Design fifo_rr_arbiter, sky130hd; sources not shown.
power_grid.png
(6 px per um) Pins as bars on the die edge.
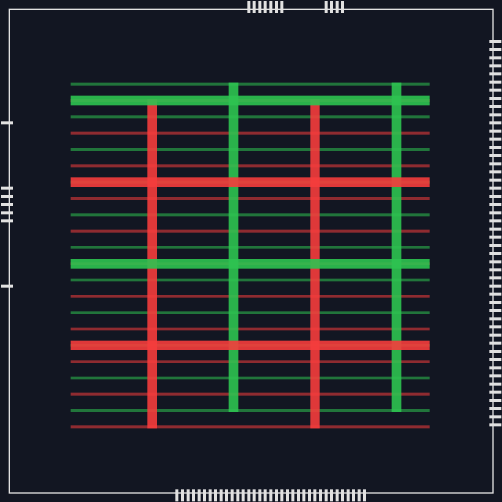
Key: VDD = green; VSS = red
22 met1 rails follow the rows. 101 signal pins sit on the boundary. 4 straps on met4. 4 straps on met5.
Die Wd: 80.4 um
worst IR drop on VDD: 480 uV

clk_routes.png
(8 px per um)
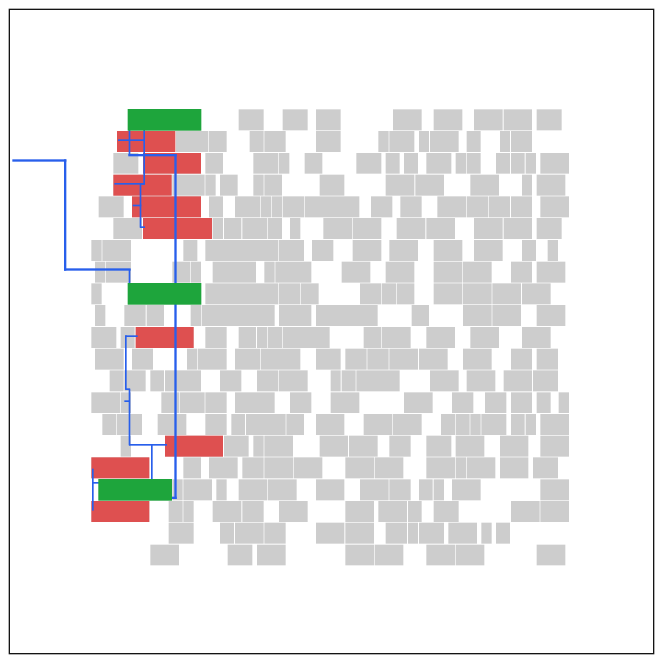
Key: clock drivers = green [count 3]; clock wires = blue [length 160 um]; flip-flops = red [count 9]
There are 4 routed clock nets.
clock latency on the worst-skew pair: 0.24 ns
part of the power in the clock network: 0.333
clock skew: 0.00278 ns

cell_density.png
(3 px per um) 8 x 8 tiles, from white (low) to dark blue (high), 0 to 100% covered.
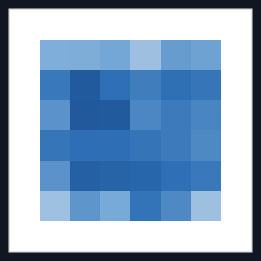
The fullest tile reaches 83%. 44% of the tiles are nearly empty. The densest ninth of the die: centre. The mean over all tiles is 37%.
post-layout util: 0.714
fp_density: 0.341

==> GITHUB_STEP_SUMMARY <==
## Synthesis and layout report

| Metric | Value |
|---|---|
| Outcome | `completed` |
| Design Power | `0.803 mW` |
| Post-layout minimum cycle time | `2.56 ns` |
| Synth top cell by count | `a21oi_1` |
| Core ar. | `3420 um^2` |
| Post-synth seq share | `0.155` |
| Clk pwr | `0.267 mW` |
| Antenna Diode Count | `0` |
| # port buffers | `100` |
| Cell area after layout | `2440 um^2` |
| Ys flops | `9` |
| Net Sw Power | `0.228 mW` |
| Hpwl dp | `4730 um` |
| Crit. path cell count | `8` |
| Top-area cell type share of the netlist area | `0.155` |
| Register-to-register setup slack | `0.63 ns` |
| Number of flip-flops in the largest register | `4` |
| CP cell instances | `inv_4, ha_2, nand3b_1, nand2_1, nand2_2, clkbuf_8, inv_2, clkdlybuf4s50_1` |
| Flip-flops with a built-in enable | `0` |
| Clkbuf count | `3` |
| Avg WL per Cell | `19.0 um` |
| Yosys Instances | `162` |
| P per Cell Area | `329 nW/um^2` |
| Final cell count without fillers | `315` |
| Global-route wire length before repair | `9250 um` |
| Flip-flops | `9` |
| Fin. Hold Viols | `0` |
| Most Crowded Layer GR | `met2` |
| Io pins | `101` |
| Count of cell types in the netlist | `36` |
| Met2 GRT Util | `0.307` |
| Top Layout Cells | `clkdlybuf4s50_1 (76), a21oi_1 (22), dlygate4sd2_1 (21), o211ai_1 (20), nand2_1 (19)` |
| Gpl congestion | `0.869` |
| Comb area share | `0.394` |
| Cycle use final | `0.985` |
| Min-Delay Path Class | `flop to flop` |
| Top pwr grp | `combinational logic` |
| Fillers | `287` |
| Final setup vio count | `0` |
| Placed Area | `2220 um^2` |
| CP delay by family, top | `buffers and inverters` |
| XOR Share, Synth | `0` |
| Hold slack final | `0.514 ns` |
| Clk sink count | `9` |
| Fraction of area in registers | `0.0770` |
| Yosys simple share | `0.215` |
| Final TNS setup | `0 ns` |
| Overflow after GRT | `0` |
| Ao+oa area frac | `0.481` |
| Combinational logic power | `0.374 mW` |
| Worst endpoint required time | `2.08 ns` |
| CTS max path bufs | `2` |
| Die area | `6460 um^2` |
| Crit end category | `output port` |
| Drt pass-1 iters | `4` |
| Mapped cell area | `1170 um^2` |
| CTS root buffer | `clkbuf_16` |
| Data buffer area share | `0.453` |
| Worst-path fanout max | `5` |
| Static leakage | `0.973 nW` |
| Mux area share | `0.0193` |
| Hold Buf Count CTS | `0` |
| Post-Route WL | `6000 um` |
| Post_cts resized | `64` |
| Final setup margin | `0.0391 ns` |
| Comb gates | `129` |
| Top routing layer in use | `met4` |
| Seq. pwr | `0.161 mW` |
| Worst-path clk slew | `0.04 ns` |
| Syn Nets | `242` |
| Layout cells sized above 1 | `0.141` |
| CTS Buf Count | `3` |
| Placed insts | `308` |
| N_taps | `46` |
| FF/Latch Area | `188 um^2` |
| Dominant register cell | `dfxtp_1` |
| Worst Tran Pin Value | `0.479 ns` |
| OpenROAD warning count | `29` |
| Slowest CP cell | `clkdlybuf4s50_1` |
| Htree depth | `1` |
| YS chip area | `1170 um^2` |
| Detailed-route via count | `1655` |
| Max_cap viols | `0` |
| YS warnings | `0` |
| Avg Cell Area, Syn | `7.20 um^2` |
| Share of flip-flops with an asynchronous set or reset | `0` |
| Worst hold path cell count | `1` |
| Initial antenna violation count | `0` |
| Seq pwr share | `0.201` |
| Max Fclk | `390 MHz` |
| Synth top area cells | `dfxtp_1 (15%), a221o_1 (14%), o211ai_1 (13%)` |
| Setup Crit Path Kind | `flop to output port` |
| Mapped Cells | `162` |
| Adder Area Share | `0.0536` |
| Clock tree from TritonCTS | `yes` |
| Met1 WL | `2610 um` |
| P_int | `0.575 mW` |
| Inverters | `11` |
| DRT iter0 DRCs | `68` |
| Top cells by count | `a21oi_1 (22), nand2_1 (20), o211ai_1 (20), a221o_1 (16), clkbuf_1 (12)` |
| Met3 Use GR | `0.0490` |
| Relative slew slack | `0.680` |
| FF-to-FF path depth | `7` |
| Overall routing resource usage | `0.184` |
| WP data arrival | `2.04 ns` |
| Met2 routed WL | `2830 um` |
| Combinational share of power | `0.466` |
| Critical Path Source Type | `flop` |
Power and IR drop assume default switching activity.
